`config.mk`:
```
export PLATFORM = sky130hd
export DESIGN_NAME = alu_md_sequencer
export DESIGN_NICKNAME = d
export VERILOG_FILES = /design/src/rtl/alu_pkg.sv /design/src/rtl/md_step.sv /design/src/rtl/alu_md_sequencer.sv
export SDC_FILE = /design/constraint.sdc
export NUM_CORES = 1
export LEC_CHECK = 0
export CAP_MARGIN = 20
export CORE_ASPECT_RATIO = 1.5
export CORE_UTILIZATION = 54
export CTS_BUF_LIST = sky130_fd_sc_hd__clkbuf_2
export DETAILED_ROUTE_END_ITERATION = 8
export PLACE_DENSITY = 0.79
export SLEW_MARGIN = 15
export SYNTH_ARGS = -nofsm -noshare
export SYNTH_HDL_FRONTEND = slang
export SYNTH_SLANG_ARGS = --single-unit
```
`constraint.sdc`:
```
create_clock -name clk -period 6.05 [get_ports clk]
set_clock_uncertainty 0.2 [all_clocks]
set_input_delay 1.21 -clock clk [delete_from_list [all_inputs] [get_ports clk]]
set_output_delay 1.21 -clock clk [all_outputs]
set_load 0.005 [all_outputs]
```
`src/rtl/alu_pkg.sv`:
```
// Shared ALU definitions: aluOp encodings, flag bit positions and the MUL/DIV sequencer state type.
package alu_pkg;

    localparam logic [2:0] ADDA = 3'b000;
    localparam logic [2:0] SUBA = 3'b001;
    localparam logic [2:0] MULA = 3'b010;
    localparam logic [2:0] DIVA = 3'b011;
    localparam logic [2:0] ANDA = 3'b100;
    localparam logic [2:0] ORA  = 3'b101;
    localparam logic [2:0] XORA = 3'b110;
    localparam logic [2:0] NOTA = 3'b111;

    localparam int FLAG_N = 1;
    localparam int FLAG_Z = 0;

    typedef enum logic [1:0] {
        IDLE = 2'd0,
        RUN  = 2'd1,
        DONE = 2'd2
    } md_state_t;

    function automatic logic is_md_op(input logic [2:0] op);
        return (op == MULA) || (op == DIVA);
    endfunction

endpackage

```
`src/rtl/md_step.sv`:
```
// One combinational iteration of the MUL/DIV sequencer: shift-add multiply or restoring
// shift-subtract divide. The caller owns all state registers.
module md_step #(
    parameter int WIDTH = 32
) (
    input  logic               is_div,
    input  logic [2*WIDTH-1:0] acc_in,
    input  logic [2*WIDTH-1:0] opnd_in,
    input  logic [WIDTH-1:0]   shreg_in,
    output logic [2*WIDTH-1:0] acc_out,
    output logic [2*WIDTH-1:0] opnd_out,
    output logic [WIDTH-1:0]   shreg_out
);

    logic [WIDTH:0] rem_shift;
    logic [WIDTH:0] rem_diff;
    logic           rem_ge;

    // MUL: acc accumulates the shifted multiplicand while the multiplier shifts out to the right.
    // DIV: acc[WIDTH:0] is the partial remainder; dividend bits leave shreg at the top while
    // quotient bits enter at the bottom.
    always_comb begin
        acc_out   = acc_in;
        opnd_out  = opnd_in;
        shreg_out = shreg_in;
        rem_shift = {acc_in[WIDTH-1:0], shreg_in[WIDTH-1]};
        rem_ge    = (rem_shift >= {1'b0, opnd_in[WIDTH-1:0]});
        rem_diff  = rem_shift - {1'b0, opnd_in[WIDTH-1:0]};
        if (is_div) begin
            acc_out   = {{(WIDTH-1){1'b0}}, (rem_ge ? rem_diff : rem_shift)};
            shreg_out = {shreg_in[WIDTH-2:0], rem_ge};
        end else begin
            acc_out   = acc_in + (shreg_in[0] ? opnd_in : '0);
            opnd_out  = {opnd_in[2*WIDTH-2:0], 1'b0};
            shreg_out = {1'b0, shreg_in[WIDTH-1:1]};
        end
    end

endmodule

```
`src/rtl/alu_md_sequencer.sv`:
```
// Multi-cycle unsigned MUL/DIV sequencer beside the single-cycle ALU, one bit per clock.
// Optional ALU_MD_EARLY_EN: MUL stops once the remaining multiplier bits are zero; DIV with a<b completes at accept.
module alu_md_sequencer
    import alu_pkg::*;
#(
    parameter int WIDTH = 32,
    parameter int CNT_W = $clog2(WIDTH) + 1
) (
    input  logic             clk,
    input  logic             rst,
    input  logic             start,
    input  logic [2:0]       op,
    input  logic [WIDTH-1:0] a,
    input  logic [WIDTH-1:0] b,
    input  logic             flush,
    output logic             ready,
    output logic             busy,
    output logic             done,
    output logic [WIDTH-1:0] result,
    output logic [WIDTH-1:0] remainder,
    output logic [1:0]       flags
);

    md_state_t          state;
    logic               is_div_q;
    logic [CNT_W-1:0]   count;
    logic [2*WIDTH-1:0] acc_q;
    logic [2*WIDTH-1:0] opnd_q;
    logic [WIDTH-1:0]   shreg_q;

    logic [2*WIDTH-1:0] acc_n;
    logic [2*WIDTH-1:0] opnd_n;
    logic [WIDTH-1:0]   shreg_n;

    logic               accept;
    logic               last_iter;
    logic               mul_early;
    logic [WIDTH-1:0]   fin_result;
    logic [WIDTH-1:0]   fin_rem;
    logic [1:0]         fin_flags;

    md_step #(.WIDTH(WIDTH)) u_step (
        .is_div    (is_div_q),
        .acc_in    (acc_q),
        .opnd_in   (opnd_q),
        .shreg_in  (shreg_q),
        .acc_out   (acc_n),
        .opnd_out  (opnd_n),
        .shreg_out (shreg_n)
    );

    // flush beats start, so a request in a flushed cycle is never taken.
    assign accept    = start && is_md_op(op) && !flush;
    assign last_iter = (count == CNT_W'(WIDTH - 1));

`ifdef ALU_MD_EARLY_EN
    assign mul_early = !is_div_q && (shreg_q == '0);
`else
    assign mul_early = 1'b0;
`endif

    always_comb begin
        fin_result = is_div_q ? shreg_n : acc_n[WIDTH-1:0];
        fin_rem    = is_div_q ? acc_n[WIDTH-1:0] : '0;
        fin_flags  = '0;
        fin_flags[FLAG_N] = fin_result[WIDTH-1];
        fin_flags[FLAG_Z] = (fin_result == '0);
    end

    // Result registers are written only when an operation completes and otherwise hold.
    always_ff @(posedge clk or posedge rst) begin
        if (rst) begin
            state     <= IDLE;
            ready     <= 1'b1;
            busy      <= 1'b0;
            done      <= 1'b0;
            result    <= '0;
            remainder <= '0;
            flags     <= 2'b00;
            count     <= '0;
            is_div_q  <= 1'b0;
            acc_q     <= '0;
            opnd_q    <= '0;
            shreg_q   <= '0;
        end else begin
            case (state)
                IDLE: begin
                    done <= 1'b0;
                    if (accept) begin
                        is_div_q <= (op == DIVA);
                        count    <= '0;
                        ready    <= 1'b0;
                        busy     <= 1'b1;
                        acc_q    <= '0;
                        if (op == DIVA && b == '0) begin
                            state     <= DONE;
                            done      <= 1'b1;
                            result    <= '1;
                            remainder <= a;
                            flags     <= 2'b10;
                        end
`ifdef ALU_MD_EARLY_EN
                        else if (op == DIVA && a < b) begin
                            state     <= DONE;
                            done      <= 1'b1;
                            result    <= '0;
                            remainder <= a;
                            flags     <= 2'b01;
                        end
`endif
                        else begin
                            state <= RUN;
                            if (op == DIVA) begin
                                opnd_q  <= {{WIDTH{1'b0}}, b};
                                shreg_q <= a;
                            end else begin
                                opnd_q  <= {{WIDTH{1'b0}}, a};
                                shreg_q <= b;
                            end
                        end
                    end
                end

                RUN: begin
                    if (flush) begin
                        state <= IDLE;
                        ready <= 1'b1;
                        busy  <= 1'b0;
                    end else begin
                        acc_q   <= acc_n;
                        opnd_q  <= opnd_n;
                        shreg_q <= shreg_n;
                        count   <= count + 1'b1;
                        if (last_iter || mul_early) begin
                            state     <= DONE;
                            done      <= 1'b1;
                            result    <= fin_result;
                            remainder <= fin_rem;
                            flags     <= fin_flags;
                        end
                    end
                end

                DONE: begin
                    state <= IDLE;
                    ready <= 1'b1;
                    busy  <= 1'b0;
                    done  <= 1'b0;
                end

                default: begin
                    state <= IDLE;
                    ready <= 1'b1;
                    busy  <= 1'b0;
                    done  <= 1'b0;
                end
            endcase
        end
    end

endmodule

```
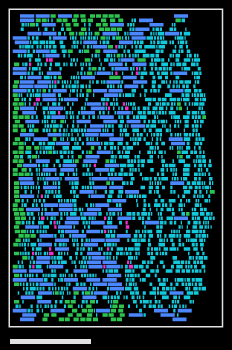
Figure 1: placement by cell class.
The bar under the picture is 50 um long.
legend:
  remaining buffers and delay cells:
    color: green
    cells: 161
    share_of_their_area: 11%
  clock drivers and dummy loads:
    color: magenta
    cells: 32
    share_of_their_area: 1.2%
  remaining logic cells:
    color: cyan
    cells: 1,544
    share_of_their_area: 59%
  registers:
    color: blue
    cells: 173
    share_of_their_area: 29%
Final Util: 62.36%
fraction of area in registers: 28.44%

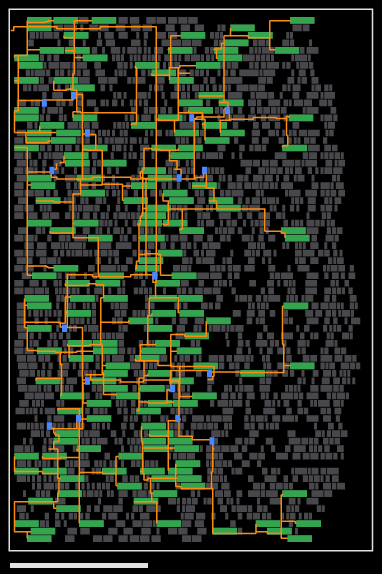
Figure 2: clock distribution.
The bar under the picture is 50 um long.
legend:
  clock wires:
    color: orange
    length: 2,270 um
  flip-flops:
    color: green
    count: 173
  clock-net drivers:
    color: blue
    count: 17
routed clock nets: 18

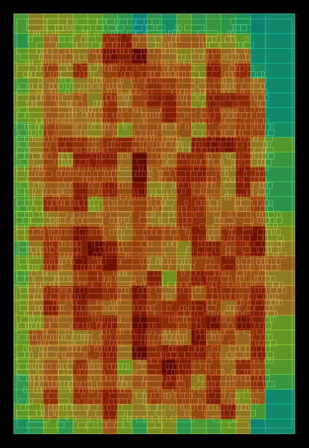
Figure 3: track usage over the die.
GRT Max-Usage Layer: met2
met3 Usage GRT: 7.342%
global-route usage over all layers: 39.91%
grt met1 use: 54.10%
wire length per cell: 22.37 um

==> flow_metrics.py <==
# Flow results
metrics = {
    "status": {
        "outcome": "finished clean",
    },
    "sta": {
        "setup_ws_ns": 1.360,
        "layout_min_cycle_time_ns": 4.690,
        "max_slew_vio_count": 0,
        "timing.slew.headroom_pct": 29.09,
        "final.hold.worst_slack_ns": 0.3302,
        "setup_viol": 0,
        "number_of_endpoints_with_negative_hold_slack_in_the_final_report": 0,
        "max_clock_freq_mhz": 213.2,
        "tightestPinTransition_ns": 1.064,
        "fin_crit_sh_pct": 77.52,
        "rsz_0062_raised_after_global_routing": "false",
        "setup_total_negative_slack_ns": 0,
    },
    "clocking": {
        "cts_buffers": 17,
        "cts.sinks": 173,
        "cts_setup_buffers": 0,
        "cts_tree": "done",
        "path_clk_slew_ns": 0.26,
        "clk-insertion-delay-late_ns": 0.82,
        "htree_num_levels": 4,
        "cts.repair.resized": 0,
        "holdBufCountCts": 0,
        "root_buffer": "sky130_fd_sc_hd__clkbuf_2",
        "clock_tree.buffer_depth": 2,
    },
    "setup_path": {
        "critical_path.cell_chain": "inv_1 -> ha_1 -> inv_1 -> fa_1 -> a21o_1 -> a21o_1 -> a211oi_1 -> o311ai_0 -> buf_4 -> a31oi_1 -> o21ai_0 -> xnor2_1 -> o21ai_0 -> nand2_1 -> a31oi_1",
        "crit_fanout": 4,
        "setup.worst_path.end": "remainder[24]$_DFFE_PP0P_",
        "worstReg2RegStart": "shreg_q[31]$_DFFE_PP0P_",
        "reg2reg_depth": 15,
        "path_buffers": 3,
        "rrSetupSlack_ns": 1.36,
        "timing.critical_path.from": "shreg_q[31]$_DFFE_PP0P_",
        "cpMaxStageDelayCell": "sky130_fd_sc_hd__o21ai_0",
        "path_depth": 15,
        "cp-end-kind": "register",
        "critPathRequiredTime_ns": 6.58,
        "critical_path_class": "register to register",
        "timing.critical_path.slowest_cell_delay_ns": 0.79,
        "reg2reg_to": "remainder[24]$_DFFE_PP0P_",
        "critical_path.top_delay_family": "AND-OR/OR-AND gates",
        "cp_data_arrival_time_ns": 5.22,
        "startpoint_type": "register",
    },
    "yosys": {
        "ys.warnings.count": 0,
        "postSynthRegisterBits": 173,
        "common_cells": "372 x sky130_fd_sc_hd__nand2_1, 221 x sky130_fd_sc_hd__a21oi_1, 191 x sky130_fd_sc_hd__o21ai_0",
        "mappedNetlistArea_mm2": 0.01348,
        "yosysTopAreaCell": "sky130_fd_sc_hd__dfrtp_1",
        "ys_top_cells_by_area": "sky130_fd_sc_hd__dfrtp_1 32%, sky130_fd_sc_hd__nand2_1 10%, sky130_fd_sc_hd__a21oi_1 8.2%, sky130_fd_sc_hd__o21ai_0 7.1%, sky130_fd_sc_hd__ha_1 5.9%",
        "postSynth.topFlopCell": "sky130_fd_sc_hd__dfrtp_1",
        "yosysChipArea_mm2": 0.01348,
        "synthTopLogicFamily": "AND-OR/OR-AND gates",
        "synth_largest_type_area_fraction_pct": 31.94,
        "aoi_share_pct": 27.13,
        "ys_async_sr_fraction_pct": 100.0,
        "fp_nets": 1976,
        "xor_share_pct": 2.535,
        "yosys.cell_types.count": 75,
        "synth_simple_gate_area_share_pct": 24.11,
        "synth_seq_share_pct": 32.13,
        "yosys.area_share.adder_pct": 6.239,
        "syn_avg_cell_area_um2": 7.328,
        "mux_share_pct": 2.767,
        "yosysCellCount": 1839,
        "synth-edff-count": 0,
        "syn_inst": 1839,
        "synthMostInstantiatedCell": "sky130_fd_sc_hd__nand2_1",
    },
    "grt": {
        "first_pass_grt_wire_length_um": 76180,
        "overflow": 0,
        "grt_pass1_vias": 13478,
        "antenna_found_initial": 2,
        "globalRouteMet2Util_pct": 60.32,
        "grt_max_degree": 120,
    },
    "layout": {
        "layout.cell_area.non_filler_mm2": 0.01524,
        "highest_count_cells_in_the_layout_ignoring_fill_and_taps": "371 x sky130_fd_sc_hd__nand2_1, 221 x sky130_fd_sc_hd__a21oi_1, 191 x sky130_fd_sc_hd__o21ai_0",
        "number_of_nets_in_the_final_layout": 2034,
        "proportion_of_layout_cells_with_a_drive_suffix_above_1_pct": 5.340,
        "area_growth_syn_to_layout_pct": 13.07,
    },
    "floorplanning": {
        "design.die.area_mm2": 0.02560,
        "dieWidth_um": 131.0,
        "rows": 70,
        "floorplan_utilization_pct": 55.15,
        "top_level_ports": 140,
        "die.size.y_um": 195.5,
        "core-area_mm2": 0.02444,
    },
    "pwr": {
        "static-leakage-power_nw": 6.903,
        "powerDensity_mw_per_mm2": 356.1,
        "design_power_total_mw": 5.426,
        "worst_ir_drop_vdd_mv": 0.1740,
    },
    "placed_design": {
        "place.gp.congestion": 1.009,
        "placed_cells_incl_taps": 2201,
        "post-dp-hpwl_um": 37470,
        "dpl_cell_area_mm2": 0.01503,
        "portBuffers": 139,
        "dp_worst_setup_slack_ns": 0.9041,
    },
    "worst_hold_path": {
        "holdCritStartpoint": "remainder[15]$_DFFE_PP0P_",
        "hold_class": "register to register",
        "worstHoldPathCells": 2,
        "hold_end": "remainder[15]$_DFFE_PP0P_",
    },
    "route": {
        "viasPerCell": 6.499,
        "detail_route.wirelength.met1_um": 19720,
        "drt_first_iter_violations": 1488,
        "dr_wl_met3_um": 5000,
        "met2WireLength_um": 22640,
        "topRoutingLayerUsed": "met5",
        "drc_violation_count_after_routing": 0,
        "drt.antenna.violating_nets": 0,
        "dr.pass1.iters": 5,
    },
    "job": {
        "maxCapViolCount": 0,
        "warnings": 32,
    },
}
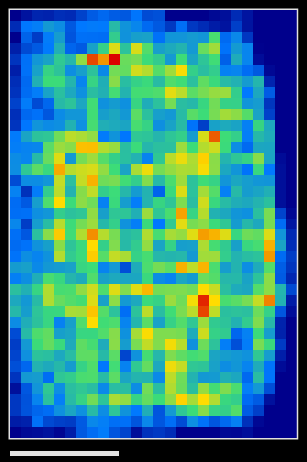
Figure 4: wiring heat map.
The bar under the picture is 50 um long. 26 x 39 tiles, from dark blue (low) to red (high), scaled to the fullest tile. Values are wire area over tile area, all layers added.
densest ninth of the die: middle
mean over tiles: 0.34
emptiest ninth of the die: top right
fullest tile: 0.89
Total Routed Length: 50,010 um
vias after detailed routing: 14,532

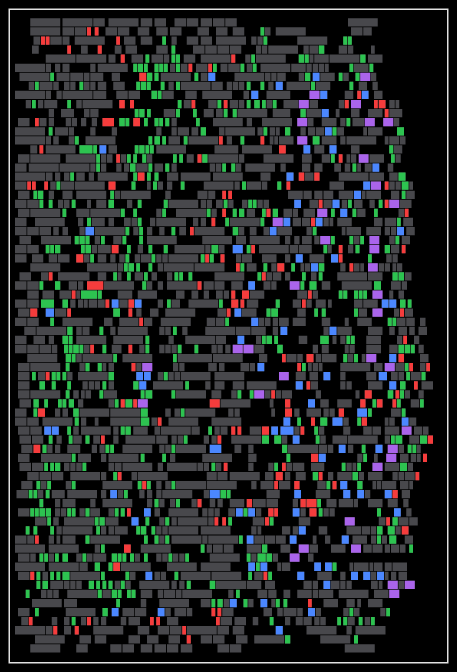
Figure 5: gate-type map.
legend:
  and/or cells:
    color: blue
    cells: 94
  nor cells:
    color: red
    cells: 160
    where: spread over the die
  xor and xnor cells:
    color: purple
    cells: 39
  nand cells:
    color: green
    cells: 473
    where: spread over the die
most common cell after layout, fill and taps aside: sky130_fd_sc_hd__nand2_1
post-layout instance count excluding filler cells: 2,236
multi-input logic portion of the cell area: 55.88%

[cell families after synthesis]
family          after synthesis
flops                       173
simple gates                727
compound gates              620
xor+xnor                     39
buf+inv                     180
mux                          34
fa+ha+maj                    66
[layout make-up]
class,count,area (um^2)
fillers,2218,9198
multi-input cells,1486,8516
flip-flops and latches,173,4334
repair buffers,161,1577
well taps,324,405.4
inverters,58,222.7
clock buffers,21,105.1
clock inverters,11,73.82
diodes,2,5.005
[where the power goes]
| part | internal (mW) | switching [mW] | total [mW] |
|---|---|---|---|
| registers | 1.34 | 0.306 | 1.64 |
| logic | 1.16 | 2.07 | 3.24 |
| clock network | 0.110 | 0.431 | 0.542 |
| total | 2.61 | 2.81 | 5.43 |
Power and IR drop assume default switching activity.
